$ cat config.mk
export PLATFORM = sky130hd
export DESIGN_NAME = memory_stage_flat
export DESIGN_NICKNAME = d
export VERILOG_FILES = /design/src/rtl/memory_stage_if.sv /design/src/rtl/memory_stage.sv /design/src/flat_wrapper.sv
export SDC_FILE = /design/constraint.sdc
export NUM_CORES = 1
export LEC_CHECK = 0
export CORE_MARGIN = 2
export CORE_UTILIZATION = 35
export DETAILED_ROUTE_END_ITERATION = 16
export RECOVER_POWER = 100
export SYNTH_ARGS = -nofsm -noshare
export SYNTH_HDL_FRONTEND = slang
export SYNTH_SLANG_ARGS = --single-unit
$ cat constraint.sdc
create_clock -name CLK -period 2.43 [get_ports CLK]
set_input_delay 0.486 -clock CLK [delete_from_list [all_inputs] [get_ports CLK]]
set_output_delay 0.486 -clock CLK [all_outputs]
set_load 0.02 [all_outputs]
$ cat src/rtl/memory_stage_if.sv
// memory_stage_if: bundle of every non-clock/reset signal of the MEM pipeline stage.
//   EX inputs    : memen, flush, nPC, ALUOut, dmemstore, lui, dREN, dWEN, regWr, halt,
//                  regSel, regDst
//   Cache side   : dmemREN, dmemWEN, dmemaddr, dmemstore_out (out), dhit, dmemload (in)
//   Status       : mem_stall
//   Forwarding   : fwd_regWr, fwd_regDst, fwd_data, fwd_isload
//   MEM/WB       : wb_regWr, wb_regDst, wb_wdat, wb_halt
//   MEM_LLSC_EN  : datomic, ccinv, ccinvaddr (only present when the macro is defined)
// Modports: master = the MEM stage itself, slave = its environment (EX, cache, hazard, WB).
interface memory_stage_if;
   logic        memen;
   logic        flush;
   logic [31:0] nPC;
   logic [31:0] ALUOut;
   logic [31:0] dmemstore;
   logic [31:0] lui;
   logic        dREN;
   logic        dWEN;
   logic        regWr;
   logic        halt;
   logic [1:0]  regSel;
   logic [4:0]  regDst;
   logic        dmemREN;
   logic        dmemWEN;
   logic [31:0] dmemaddr;
   logic [31:0] dmemstore_out;
   logic        dhit;
   logic [31:0] dmemload;
   logic        mem_stall;
   logic        fwd_regWr;
   logic [4:0]  fwd_regDst;
   logic [31:0] fwd_data;
   logic        fwd_isload;
   logic        wb_regWr;
   logic [4:0]  wb_regDst;
   logic [31:0] wb_wdat;
   logic        wb_halt;
`ifdef MEM_LLSC_EN
   logic        datomic;
   logic        ccinv;
   logic [31:0] ccinvaddr;
`endif

   modport master (
      input  memen, flush, nPC, ALUOut, dmemstore, lui, dREN, dWEN, regWr, halt, regSel,
             regDst, dhit, dmemload,
`ifdef MEM_LLSC_EN
      input  datomic, ccinv, ccinvaddr,
`endif
      output dmemREN, dmemWEN, dmemaddr, dmemstore_out, mem_stall, fwd_regWr, fwd_regDst,
             fwd_data, fwd_isload, wb_regWr, wb_regDst, wb_wdat, wb_halt
   );

   modport slave (
      output memen, flush, nPC, ALUOut, dmemstore, lui, dREN, dWEN, regWr, halt, regSel,
             regDst, dhit, dmemload,
`ifdef MEM_LLSC_EN
      output datomic, ccinv, ccinvaddr,
`endif
      input  dmemREN, dmemWEN, dmemaddr, dmemstore_out, mem_stall, fwd_regWr, fwd_regDst,
             fwd_data, fwd_isload, wb_regWr, wb_regDst, wb_wdat, wb_halt
   );
endinterface

$ cat src/rtl/memory_stage.sv
// memory_stage: pipeline MEM stage. Holds the EX/MEM register, issues one data-cache access
// per instruction, stalls until dhit, selects the writeback value and registers MEM/WB.
// Ports:
//   CLK   - clock, rising edge
//   nRST  - asynchronous active-low reset
//   bus   - memory_stage_if.master (EX inputs, cache request/response, forwarding, MEM/WB)
// Optional feature: define MEM_LLSC_EN to add load-linked / store-conditional support
// (datomic, ccinv, ccinvaddr plus a link register with a valid bit).
module memory_stage (
   input logic            CLK,
   input logic            nRST,
   memory_stage_if.master bus
);

   typedef struct packed {
      logic [31:0] npc;
      logic [31:0] aluout;
      logic [31:0] store;
      logic [31:0] lui;
      logic        dren;
      logic        dwen;
      logic        regwr;
      logic        halt;
      logic [1:0]  regsel;
      logic [4:0]  regdst;
`ifdef MEM_LLSC_EN
      logic        datomic;
`endif
   } ex_mem_t;

   ex_mem_t     r_m;
   ex_mem_t     w_m_in;
   logic        r_done;
   logic [31:0] r_ldata;
   logic        r_wb_regwr;
   logic [4:0]  r_wb_regdst;
   logic [31:0] r_wb_wdat;
   logic        r_wb_halt;

   logic        w_ren;
   logic        w_wen;
   logic        w_stall;
   logic        w_advance;
   logic        w_load_m;
   logic        w_sc_fail;
   logic [31:0] w_ld_val;
   logic [31:0] w_sel;

   always_comb begin
      w_m_in        = '0;
      w_m_in.npc    = bus.nPC;
      w_m_in.aluout = bus.ALUOut;
      w_m_in.store  = bus.dmemstore;
      w_m_in.lui    = bus.lui;
      // A simultaneous read and write request resolves to the write.
      w_m_in.dren   = bus.dREN & ~bus.dWEN;
      w_m_in.dwen   = bus.dWEN;
      w_m_in.regwr  = bus.regWr;
      w_m_in.halt   = bus.halt;
      w_m_in.regsel = bus.regSel;
      w_m_in.regdst = bus.regDst;
`ifdef MEM_LLSC_EN
      w_m_in.datomic = bus.datomic;
`endif
   end

`ifdef MEM_LLSC_EN
   logic [31:0] r_link;
   logic        r_link_valid;
   logic        w_link_ok;
   logic        w_is_sc;

   assign w_is_sc   = r_m.datomic & r_m.dwen;
   assign w_link_ok = r_link_valid & (r_link == r_m.aluout);
   assign w_sc_fail = w_is_sc & ~w_link_ok;

   // Later assignments win: an LL completing in the same cycle re-arms the link.
   always_ff @(posedge CLK or negedge nRST) begin
      if (!nRST) begin
         r_link       <= '0;
         r_link_valid <= 1'b0;
      end else begin
         if (bus.ccinv && (bus.ccinvaddr == r_link)) r_link_valid <= 1'b0;
         if (w_wen && bus.dhit && (r_m.datomic || (r_m.aluout == r_link))) begin
            r_link_valid <= 1'b0;
         end
         // Covers a failed SC, which never reaches the cache.
         if (w_advance && w_is_sc) r_link_valid <= 1'b0;
         if (w_ren && bus.dhit && r_m.datomic) begin
            r_link       <= r_m.aluout;
            r_link_valid <= 1'b1;
         end
      end
   end
`else
   assign w_sc_fail = 1'b0;
`endif

   assign w_ren     = r_m.dren & ~r_done;
   assign w_wen     = r_m.dwen & ~r_done & ~w_sc_fail;
   assign w_stall   = (w_ren | w_wen) & ~bus.dhit;
   assign w_advance = bus.memen & ~w_stall;
   assign w_load_m  = bus.flush | w_advance;
   // On the dhit cycle the captured copy is not yet written, so bypass it.
   assign w_ld_val  = r_done ? r_ldata : bus.dmemload;

   always_comb begin
      w_sel = r_m.aluout;
      unique case (r_m.regsel)
         2'd0: w_sel = r_m.aluout;
         2'd1: w_sel = w_ld_val;
         2'd2: w_sel = r_m.npc;
         2'd3: w_sel = r_m.lui;
      endcase
`ifdef MEM_LLSC_EN
      // Once done is set the SC write has completed, so it succeeded.
      if (w_is_sc) w_sel = {31'b0, r_done | w_link_ok};
`endif
   end

   always_ff @(posedge CLK or negedge nRST) begin
      if (!nRST) begin
         r_m <= '0;
      end else if (bus.flush) begin
         r_m <= '0;
      end else if (w_advance) begin
         r_m <= w_m_in;
      end
   end

   always_ff @(posedge CLK or negedge nRST) begin
      if (!nRST) begin
         r_done <= 1'b0;
      end else if (w_load_m) begin
         r_done <= 1'b0;
      end else if ((w_ren | w_wen) & bus.dhit) begin
         r_done <= 1'b1;
      end
   end

   always_ff @(posedge CLK or negedge nRST) begin
      if (!nRST) begin
         r_ldata <= '0;
      end else if (w_ren & bus.dhit) begin
         r_ldata <= bus.dmemload;
      end
   end

   // MEM/WB takes the instruction only on the cycle it leaves M, else a bubble.
   always_ff @(posedge CLK or negedge nRST) begin
      if (!nRST) begin
         r_wb_regwr  <= 1'b0;
         r_wb_regdst <= '0;
         r_wb_wdat   <= '0;
         r_wb_halt   <= 1'b0;
      end else if (w_advance) begin
         r_wb_regwr  <= r_m.regwr;
         r_wb_regdst <= r_m.regdst;
         r_wb_wdat   <= w_sel;
         r_wb_halt   <= r_wb_halt | r_m.halt;
      end else begin
         r_wb_regwr  <= 1'b0;
         r_wb_regdst <= '0;
         r_wb_wdat   <= '0;
      end
   end

   assign bus.dmemREN       = w_ren;
   assign bus.dmemWEN       = w_wen;
   assign bus.dmemaddr      = r_m.aluout;
   assign bus.dmemstore_out = r_m.store;
   assign bus.mem_stall     = w_stall;
   assign bus.fwd_regWr     = r_m.regwr;
   assign bus.fwd_regDst    = r_m.regdst;
   assign bus.fwd_data      = w_sel;
   assign bus.fwd_isload    = r_m.dren;
   assign bus.wb_regWr      = r_wb_regwr;
   assign bus.wb_regDst     = r_wb_regdst;
   assign bus.wb_wdat       = r_wb_wdat;
   assign bus.wb_halt       = r_wb_halt;

endmodule
$ cat src/flat_wrapper.sv
// flat-port wrapper written by rule: the top's interface ports become plain ports
module memory_stage_flat 
  (CLK, nRST, bus_memen, bus_flush, bus_nPC, bus_ALUOut, bus_dmemstore, bus_lui, bus_dREN, bus_dWEN, bus_regWr, bus_halt, bus_regSel, bus_regDst, bus_dhit, bus_dmemload, bus_dmemREN, bus_dmemWEN, bus_dmemaddr, bus_dmemstore_out, bus_mem_stall, bus_fwd_regWr, bus_fwd_regDst, bus_fwd_data, bus_fwd_isload, bus_wb_regWr, bus_wb_regDst, bus_wb_wdat, bus_wb_halt);
  memory_stage_if bus_i ();
  input logic CLK;
  input logic nRST;
  input wire logic [$bits(bus_i.memen)-1:0] bus_memen;
  input wire logic [$bits(bus_i.flush)-1:0] bus_flush;
  input wire logic [$bits(bus_i.nPC)-1:0] bus_nPC;
  input wire logic [$bits(bus_i.ALUOut)-1:0] bus_ALUOut;
  input wire logic [$bits(bus_i.dmemstore)-1:0] bus_dmemstore;
  input wire logic [$bits(bus_i.lui)-1:0] bus_lui;
  input wire logic [$bits(bus_i.dREN)-1:0] bus_dREN;
  input wire logic [$bits(bus_i.dWEN)-1:0] bus_dWEN;
  input wire logic [$bits(bus_i.regWr)-1:0] bus_regWr;
  input wire logic [$bits(bus_i.halt)-1:0] bus_halt;
  input wire logic [$bits(bus_i.regSel)-1:0] bus_regSel;
  input wire logic [$bits(bus_i.regDst)-1:0] bus_regDst;
  input wire logic [$bits(bus_i.dhit)-1:0] bus_dhit;
  input wire logic [$bits(bus_i.dmemload)-1:0] bus_dmemload;
  output wire logic [$bits(bus_i.dmemREN)-1:0] bus_dmemREN;
  output wire logic [$bits(bus_i.dmemWEN)-1:0] bus_dmemWEN;
  output wire logic [$bits(bus_i.dmemaddr)-1:0] bus_dmemaddr;
  output wire logic [$bits(bus_i.dmemstore_out)-1:0] bus_dmemstore_out;
  output wire logic [$bits(bus_i.mem_stall)-1:0] bus_mem_stall;
  output wire logic [$bits(bus_i.fwd_regWr)-1:0] bus_fwd_regWr;
  output wire logic [$bits(bus_i.fwd_regDst)-1:0] bus_fwd_regDst;
  output wire logic [$bits(bus_i.fwd_data)-1:0] bus_fwd_data;
  output wire logic [$bits(bus_i.fwd_isload)-1:0] bus_fwd_isload;
  output wire logic [$bits(bus_i.wb_regWr)-1:0] bus_wb_regWr;
  output wire logic [$bits(bus_i.wb_regDst)-1:0] bus_wb_regDst;
  output wire logic [$bits(bus_i.wb_wdat)-1:0] bus_wb_wdat;
  output wire logic [$bits(bus_i.wb_halt)-1:0] bus_wb_halt;
  assign bus_i.memen = bus_memen;
  assign bus_i.flush = bus_flush;
  assign bus_i.nPC = bus_nPC;
  assign bus_i.ALUOut = bus_ALUOut;
  assign bus_i.dmemstore = bus_dmemstore;
  assign bus_i.lui = bus_lui;
  assign bus_i.dREN = bus_dREN;
  assign bus_i.dWEN = bus_dWEN;
  assign bus_i.regWr = bus_regWr;
  assign bus_i.halt = bus_halt;
  assign bus_i.regSel = bus_regSel;
  assign bus_i.regDst = bus_regDst;
  assign bus_i.dhit = bus_dhit;
  assign bus_i.dmemload = bus_dmemload;
  assign bus_dmemREN = bus_i.dmemREN;
  assign bus_dmemWEN = bus_i.dmemWEN;
  assign bus_dmemaddr = bus_i.dmemaddr;
  assign bus_dmemstore_out = bus_i.dmemstore_out;
  assign bus_mem_stall = bus_i.mem_stall;
  assign bus_fwd_regWr = bus_i.fwd_regWr;
  assign bus_fwd_regDst = bus_i.fwd_regDst;
  assign bus_fwd_data = bus_i.fwd_data;
  assign bus_fwd_isload = bus_i.fwd_isload;
  assign bus_wb_regWr = bus_i.wb_regWr;
  assign bus_wb_regDst = bus_i.wb_regDst;
  assign bus_wb_wdat = bus_i.wb_wdat;
  assign bus_wb_halt = bus_i.wb_halt;
  memory_stage u_core (.CLK(CLK), .nRST(nRST), .bus(bus_i));
endmodule
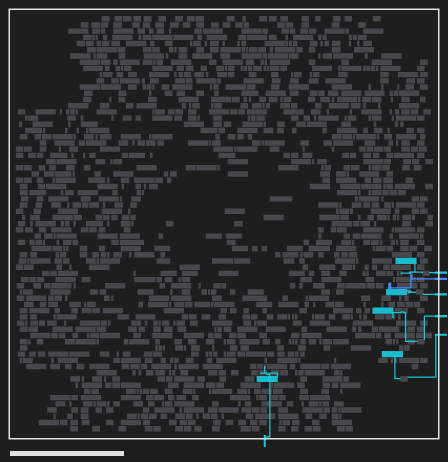
port_trees.png
Bar = 50 microns.
| port | color | direction | edge | end cells | buffers | wire |
|---|---|---|---|---|---|---|
| bus_fwd_regDst | cyan | output | 4 right, 1 bottom | 5 | 5 | 163 microns |
| bus_mem_stall | blue | output | right | 1 | 1 | 28.9 microns |
I/O Buffers: 320
IO Count: 321

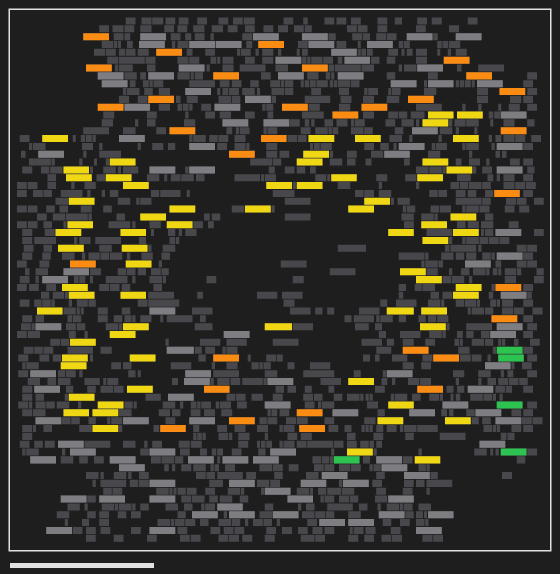
ff_map.png
Bar = 50 microns.
| signal | color | sequential cells |
|---|---|---|
| u_core.bus.wb_regDst | green | 5 |
| u_core.r_m | yellow | 68 |
| u_core.r_ldata | orange | 32 |
not colored: 106
Flop area: 0.00528 sq mm
sequential cell power: 4.05 mW

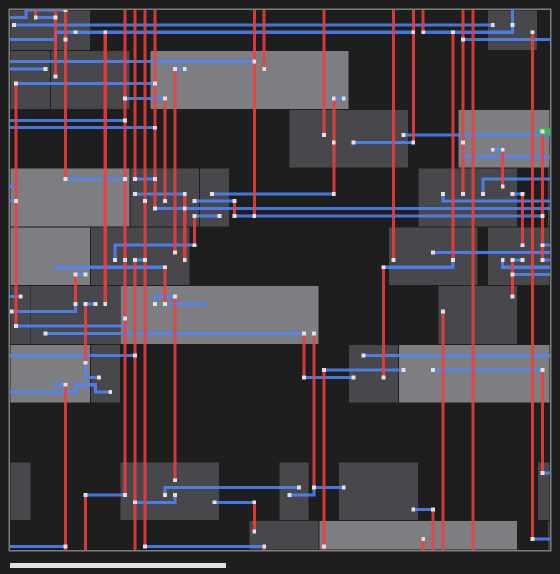
closeup.png
Bar = 10 microns. Window x 34 to 59, y 34 to 59 microns. Cells in gray, sequential cells in the stronger gray; small squares are vias.
| layer | color |
|---|---|
| M2 | red |
| M1 | blue |
| M3 | green |
most frequent: dfrtp_1 (5), inv_1 (4)
cells with their middle in the window: 24
netlist names of flops here include: u_core.bus.dmemstore_out (2), u_core.r_m (2)
sequential cells in the window: 5

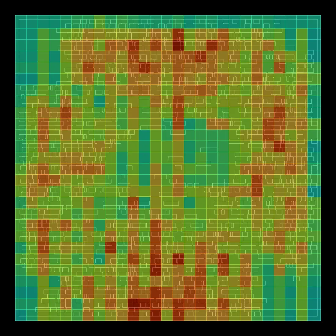
congestion_map.png
met2 Use GR: 35.2%
All-Layer GR Usage: 21.2%
global-route met3 utilization: 3.98%
final design utilization: 48.3%
met1 Use GR: 28.2%

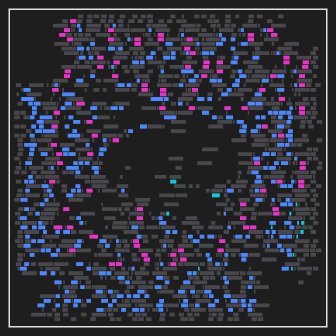
gates.png
| family | color | cells |
|---|---|---|
| aoi and oai cells | blue | 313 |
| mux cells | magenta | 96 |
| nor cells | cyan | 13 |

==> metal layers <==
| layer | global-route usage (%) | vias up | routed length (microns) |
|---|---|---|---|
| li1 | - | 4352 | - |
| met3 | 3.98 | 55 | 2090 |
| met5 | 0 | - | 16 |
| met2 | 35.2 | 273 | 18700 |
| met4 | 6.03 | 2 | 842 |
| met1 | 28.2 | 4717 | 16800 |
==> power by group through the flow <==
stage               clock network (mW)  logic, mW  registers [mW]
finish                            3.96       2.32            4.05
detailed placement                   0       2.32            4.11
global placement                     0       2.31            4.10
CTS                               4.06       2.32            4.05
floorplan                            0       1.31            4.11
global route                      4.21       2.49            4.09
==> job_summary.md <==
### Flow metrics

| Metric | Value |
|---|---|
| Yosys reg bits | 211 |
| Hold Path Origin | bus_flush |
| Inverters, non-clock | 140 |
| Worst Path Max Fanout | 82 |
| Main logic family after synthesis | AND-OR/OR-AND gates |
| CTS tree | built |
| Die width | 187 microns |
| GPL Wtd Cong | 0.782 |
| Max frequency | 0.400 GHz |
| Total number of vias | 9399 |
| Hold Fails Final Rpt | 0 |
| CP cell instances | buf_12 -> buf_12 -> o21bai_2 -> clkbuf_4 -> o2111ai_1 -> o31ai_4 |
| Status | complete, but fails checks |
| Logic area | 0.00503 sq mm |
| Tool warnings | 28 |
| Sw frac | 29.1% |
| H-tree levels | 1 |
| Placed insts | 1714 |
| Vias per cell | 5.28 |
| FP Rows | 67 |
| Max-area cell share | 44.8% |
| Crit path from | u_core.r_done$_DFFE_PN0P_ |
| Non-clk buf share | 23.9% |
| Share of cells above drive strength 1 | 29.0% |
| Clock buffers and inverters, area share | 5.35% |
| Most frequent cells in the layout | 208 x dfrtp_1, 171 x clkdlybuf4s50_1, 139 x inv_1 |
| Worst-margin pin slew | 1.08 ns |
| Max VDD drop | 0.477 mV |
| Initial drt markers | 489 |
| RR Startpoint | u_core.r_done$_DFFE_PN0P_ |
| Number of enable flip-flop cells | 0 |
| Root Driver | clkbuf_16 |
| Final setup margin | -0.0712 ns |
| Worst reg2reg endpoint | u_core.r_m[120]$_DFFE_PN0P_ |
| Finish-stage setup viols | 23 |
| Post-Syn Area | 0.0118 sq mm |
| Hold EP | u_core.bus.dmemstore_out[3]$_DFFE_PN0P_ |
| Critical Path RT | 2.82 ns |
| Die H | 187 microns |
| Fin area | 0.0161 sq mm |
| Max-cap viol count | 0 |
| Area reported by Yosys stat | 0.0118 sq mm |
| Clock buffers | 41 |
| Failing checks | setup timing |
Power is estimated from default activity; no workload was simulated.
